==> src/rtl/dcache_dm_wt.sv <==
// -----------------------------------------------------------------------------
// dcache_dm_wt
//
// Direct-mapped, write-through, no-write-allocate data cache with one word per
// line. It sits between the CPU load/store unit and the data-memory port.
//
// Tag and data arrays are read synchronously on the accept edge. The valid
// bits live in flops so that a flush can clear every line in one edge.
//
// Request flow:
//   IDLE   -> LOOKUP  request accepted (iReq && oReady)
//   LOOKUP -> IDLE    load hit, answered in the LOOKUP cycle itself
//   LOOKUP -> REFILL  load miss
//   LOOKUP -> WRITE   any store (the array is updated only on a hit)
//   REFILL/WRITE -> RESP  on iMemAck
//   RESP   -> IDLE
//
// Ports:
//   iCLK, iRST_N         clock (rising edge), asynchronous active-low reset
//   iReq, iWE            CPU request valid, 1 = store / 0 = load
//   iAddr, iWData        byte address (offset bits ignored), store data
//   oReady               request accepted on the edge where iReq && oReady
//   oValid, oHit         one-cycle completion pulse; oHit qualifies it
//   oRData               load data; holds its last value between responses
//   iFlush               invalidate all lines (IDLE only, beats iReq)
//   oMemReq, oMemWE      memory request (held until ack), write enable
//   oMemAddr, oMemWData  word-aligned address, write data
//   iMemAck, iMemRData   memory done; read data valid in the ack cycle
//   oHitCount            saturating hit counter
//   oMissCount           saturating miss counter
// -----------------------------------------------------------------------------
module dcache_dm_wt #(
  parameter int ADDRESS_WIDTH = 32,
  parameter int DATA_WIDTH    = 32,
  parameter int INDEX_WIDTH   = 5,
  parameter int COUNT_WIDTH   = 16
) (
  input  logic                     iCLK,
  input  logic                     iRST_N,
  input  logic                     iReq,
  input  logic                     iWE,
  input  logic [ADDRESS_WIDTH-1:0] iAddr,
  input  logic [DATA_WIDTH-1:0]    iWData,
  output logic                     oReady,
  output logic                     oValid,
  output logic [DATA_WIDTH-1:0]    oRData,
  output logic                     oHit,
  input  logic                     iFlush,
  output logic                     oMemReq,
  output logic                     oMemWE,
  output logic [ADDRESS_WIDTH-1:0] oMemAddr,
  output logic [DATA_WIDTH-1:0]    oMemWData,
  input  logic                     iMemAck,
  input  logic [DATA_WIDTH-1:0]    iMemRData,
  output logic [COUNT_WIDTH-1:0]   oHitCount,
  output logic [COUNT_WIDTH-1:0]   oMissCount
);

  localparam int OFFSET_WIDTH = $clog2(DATA_WIDTH / 8);
  localparam int LINE_WIDTH   = ADDRESS_WIDTH - OFFSET_WIDTH;
  localparam int TAG_WIDTH    = LINE_WIDTH - INDEX_WIDTH;
  localparam int LINES        = 1 << INDEX_WIDTH;

  typedef enum logic [2:0] {
    ST_IDLE   = 3'd0,
    ST_LOOKUP = 3'd1,
    ST_REFILL = 3'd2,
    ST_WRITE  = 3'd3,
    ST_RESP   = 3'd4
  } state_t;

  state_t state_q, state_d;

  // Storage arrays (never reset; validity is carried by valid_q)
  logic [TAG_WIDTH-1:0]  tag_mem  [LINES];
  logic [DATA_WIDTH-1:0] data_mem [LINES];
  logic [LINES-1:0]      valid_q;

  // Request latched on the accept edge
  logic [LINE_WIDTH-1:0] line_p0;
  logic [DATA_WIDTH-1:0] wdata_p0;
  logic                  we_p0;

  // Synchronous array read, visible during LOOKUP
  logic [TAG_WIDTH-1:0]  tag_rd_p1;
  logic [DATA_WIDTH-1:0] data_rd_p1;
  logic                  hit_p1;

  logic [DATA_WIDTH-1:0]  rdata_q;
  logic [COUNT_WIDTH-1:0] hit_cnt_q;
  logic [COUNT_WIDTH-1:0] miss_cnt_q;

  logic                     ready;
  logic                     accept;
  logic                     lookup_hit;
  logic                     refill_done;
  logic [INDEX_WIDTH-1:0]   idx_in;
  logic [INDEX_WIDTH-1:0]   idx_p0;
  logic [TAG_WIDTH-1:0]     tag_p0;
  logic [ADDRESS_WIDTH-1:0] mem_addr;
  logic                     unused_offset;

  function automatic logic [COUNT_WIDTH-1:0] sat_inc(input logic [COUNT_WIDTH-1:0] v);
    logic [COUNT_WIDTH-1:0] one;
    one = {{(COUNT_WIDTH-1){1'b0}}, 1'b1};
    return (&v) ? v : v + one;
  endfunction

  // Byte-offset bits select nothing in a one-word line.
  assign unused_offset = ^iAddr[OFFSET_WIDTH-1:0];

  // Held low during reset so the handshake stays quiet until release.
  assign ready  = iRST_N && (state_q == ST_IDLE) && !iFlush;
  assign accept = iReq && ready;

  assign idx_in   = iAddr[OFFSET_WIDTH +: INDEX_WIDTH];
  assign idx_p0   = line_p0[INDEX_WIDTH-1:0];
  assign tag_p0   = line_p0[LINE_WIDTH-1 -: TAG_WIDTH];
  assign mem_addr = {line_p0, {OFFSET_WIDTH{1'b0}}};

  // valid_q can be read directly: nothing alters it between accept and LOOKUP.
  assign lookup_hit  = valid_q[idx_p0] && (tag_rd_p1 == tag_p0);
  assign refill_done = (state_q == ST_REFILL) && iMemAck;

  // ---- stage p0/p1: request latch, array read and array update ----
  always_ff @(posedge iCLK) begin
    if (accept) begin
      line_p0    <= iAddr[ADDRESS_WIDTH-1:OFFSET_WIDTH];
      wdata_p0   <= iWData;
      tag_rd_p1  <= tag_mem[idx_in];
      data_rd_p1 <= data_mem[idx_in];
    end
    // Store hit updates the word in place; store miss leaves the line alone.
    if ((state_q == ST_LOOKUP) && we_p0 && lookup_hit) begin
      data_mem[idx_p0] <= wdata_p0;
    end
    if (refill_done) begin
      data_mem[idx_p0] <= iMemRData;
      tag_mem[idx_p0]  <= tag_p0;
    end
  end

  // ---- control state, valid bits, response data and counters ----
  always_ff @(posedge iCLK or negedge iRST_N) begin
    if (!iRST_N) begin
      state_q    <= ST_IDLE;
      valid_q    <= '0;
      we_p0      <= 1'b0;
      hit_p1     <= 1'b0;
      rdata_q    <= '0;
      hit_cnt_q  <= '0;
      miss_cnt_q <= '0;
    end else begin
      state_q <= state_d;
      if (accept) begin
        we_p0 <= iWE;
      end
      if ((state_q == ST_IDLE) && iFlush) begin
        valid_q <= '0;
      end else if (refill_done) begin
        valid_q[idx_p0] <= 1'b1;
      end
      if (state_q == ST_LOOKUP) begin
        hit_p1 <= lookup_hit;
        if (lookup_hit) begin
          hit_cnt_q <= sat_inc(hit_cnt_q);
        end else begin
          miss_cnt_q <= sat_inc(miss_cnt_q);
        end
        if (!we_p0 && lookup_hit) begin
          rdata_q <= data_rd_p1;
        end
      end
      if (refill_done) begin
        rdata_q <= iMemRData;
      end
    end
  end

  // ---- next-state logic ----
  always_comb begin
    state_d = state_q;
    case (state_q)
      ST_IDLE: begin
        if (accept) state_d = ST_LOOKUP;
      end
      ST_LOOKUP: begin
        if (we_p0)           state_d = ST_WRITE;
        else if (lookup_hit) state_d = ST_IDLE;
        else                 state_d = ST_REFILL;
      end
      ST_REFILL: begin
        if (iMemAck) state_d = ST_RESP;
      end
      ST_WRITE: begin
        if (iMemAck) state_d = ST_RESP;
      end
      ST_RESP: begin
        state_d = ST_IDLE;
      end
      default: begin
        state_d = ST_IDLE;
      end
    endcase
  end

  // ---- outputs ----
  always_comb begin
    oReady    = ready;
    oValid    = 1'b0;
    oHit      = 1'b0;
    oRData    = rdata_q;
    oMemReq   = 1'b0;
    oMemWE    = 1'b0;
    oMemAddr  = '0;
    oMemWData = '0;
    case (state_q)
      ST_LOOKUP: begin
        // Load hit answers straight from the array read.
        if (!we_p0 && lookup_hit) begin
          oValid = 1'b1;
          oHit   = 1'b1;
          oRData = data_rd_p1;
        end
      end
      ST_REFILL: begin
        oMemReq  = 1'b1;
        oMemAddr = mem_addr;
      end
      ST_WRITE: begin
        oMemReq   = 1'b1;
        oMemWE    = 1'b1;
        oMemAddr  = mem_addr;
        oMemWData = wdata_p0;
      end
      ST_RESP: begin
        oValid = 1'b1;
        oHit   = hit_p1;
      end
      default: begin
      end
    endcase
  end

  assign oHitCount  = hit_cnt_q;
  assign oMissCount = miss_cnt_q;

endmodule

==> config.mk <==
export PLATFORM = sky130hd
export DESIGN_NAME = dcache_dm_wt
export DESIGN_NICKNAME = d
export VERILOG_FILES = /design/src/rtl/dcache_dm_wt.sv
export SDC_FILE = /design/constraint.sdc
export NUM_CORES = 2
export LEC_CHECK = 0
export CORE_MARGIN = 2
export CORE_UTILIZATION = 60
export DETAILED_ROUTE_END_ITERATION = 6
export DONT_BUFFER_PORTS = 1
export PLACE_DENSITY = 0.76
export RECOVER_POWER = 25
export SLEW_MARGIN = 20
export SYNTH_ARGS = -nofsm -noshare
export SYNTH_HDL_FRONTEND = slang
export SYNTH_SLANG_ARGS = --single-unit
==> constraint.sdc <==
create_clock -name iCLK -period 11.3 [get_ports iCLK]
set_input_delay 2.26 -clock iCLK [delete_from_list [all_inputs] [get_ports iCLK]]
set_output_delay 2.26 -clock iCLK [all_outputs]
set_load 0.01 [all_outputs]
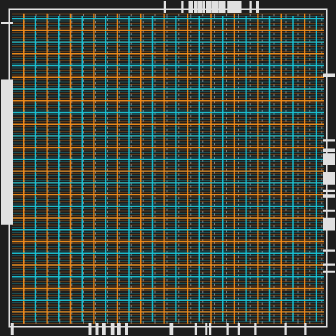
Figure 1: PDN straps and rails.
Pins as bars on the die edge. Tap cells in gray.
net	color
VDD	cyan
VSS	orange
met4 straps	26
signal pins	235
rows	132
met5 straps	26

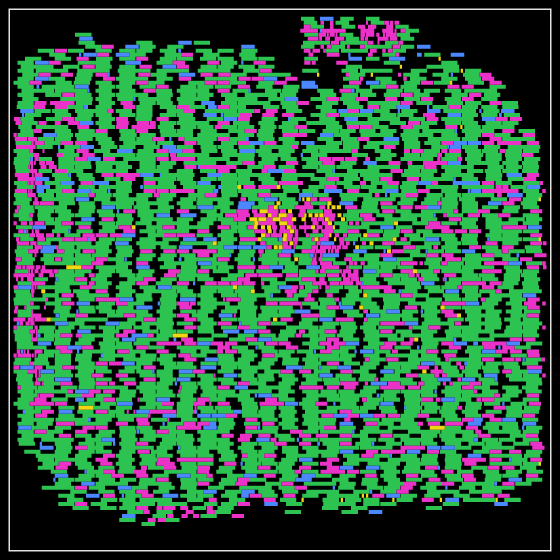
Figure 2: cell classes on the final placement.
class	color	cells	share of their area
sequential cells	green	2,044	72%
remaining buffers and delay cells	yellow	95	0.83%
remaining logic cells	magenta	1,156	21%
clock drivers and dummy loads	blue	353	7.1%

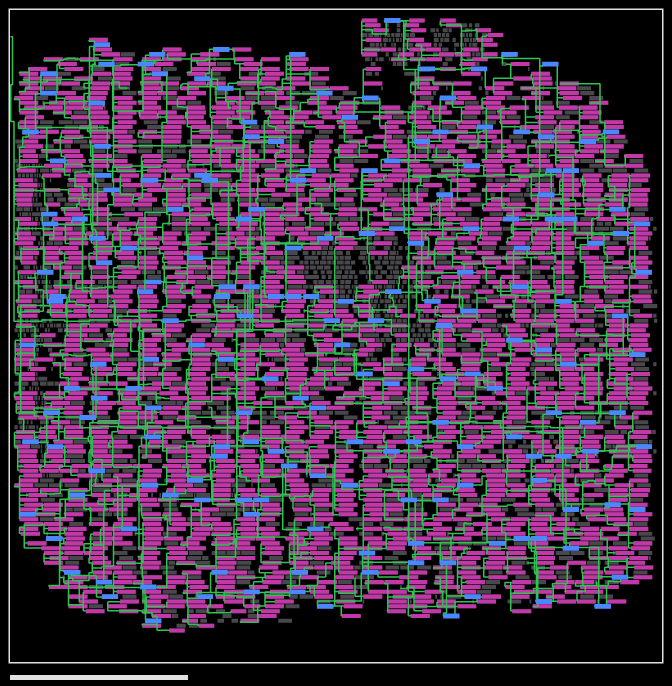
Figure 3: clock distribution.
The bar under the picture is 100 µm long.
[clock-net drivers] blue | count: 191
[clock wires] green | length: 21.4 mm
[flip-flops] magenta | count: 2,044
routed clock nets	192
flops lie	widely spread
Worst Clk Skew: 0.0331 ns
Clock power frac: 0.381

==> results.sh <==
# implementation run metrics
export IMPL_status="finished, violations left"
export IMPL_violations="capacitance limit, slew limit"
export IMPL_cap_violations=12
export IMPL_slew_viol_final=274
export IMPL_crit_fanout=34
export IMPL_drc=0
export IMPL_slowest_stage="clkbuf_1"
export IMPL_hp_class="register to register"
export IMPL_die_area_mm2=0.134
export IMPL_grt_pass1_vias=38300
export IMPL_io_pins=235
export IMPL_antenna_cells=4
export IMPL_largest_class="registers"
export IMPL_power_density_mw_per_mm2=188
export IMPL_top_cell="edfxtp_1"
export IMPL_holdPathEnd="valid_q[13]"
export IMPL_port_buffers=0
export IMPL_finalClockPeriodUsage=0.636
export IMPL_taps=1742
export IMPL_totalPowerFinal_w=0.0164
export IMPL_xor_share=0.00612
export IMPL_clockBufferDepth=3
export IMPL_holdBufCountCts=0
export IMPL_ctsHtreeMaxLevel=4
export IMPL_synth_area_per_cell_um2=23.3
export IMPL_setup_tns_ns=0
export IMPL_die_width_um=366
export IMPL_ir_drop_uv=221
export IMPL_ys_top_cells_by_count="1,943 x edfxtp_1, 571 x mux4_2, 126 x clkbuf_1"
export IMPL_buffers=95
export IMPL_synthArstFlopShare=0.0494
export IMPL_core_util_floorplan=0.607
export IMPL_synthMuxAreaShare=0.184
export IMPL_grt_pass1_wl_um=276000
export IMPL_antenna_found_initial=8
export IMPL_regArea_mm2=0.0609
export IMPL_largest_area_cell="edfxtp_1"
export IMPL_critical_path_required_ns=9.04
export IMPL_tightestPinTransition_ns=2.84
[report_power, final]
group / internal, W / switching [W]
Clock: 0.00349 / 0.00276
Sequential: 0.00874 / 0.000110
Combinational: 0.000447 / 0.000835
Total: 0.0127 / 0.00370
[routing by layer]
layer  vias to the layer above  part of all wire  global-route usage  routed length [µm]
li1                      14400                 -                   -                   -
met2                      2674              0.49               0.471               96300
met4                         6             0.035               0.102                6910
met3                       456              0.12              0.0643               23300
met1                     19700              0.35               0.400               68100
met5                         -           0.00087             0.00748                 170
[kinds of logic after synthesis]
family / after synthesis
simple gates: 334
flops: 2044
compound gates: 49
other cells: 1
mux: 708
fa+ha+maj: 2
buf+inv: 192
xor+xnor: 55
Power figures rest on the tool's default switching activity, not on a simulated workload.
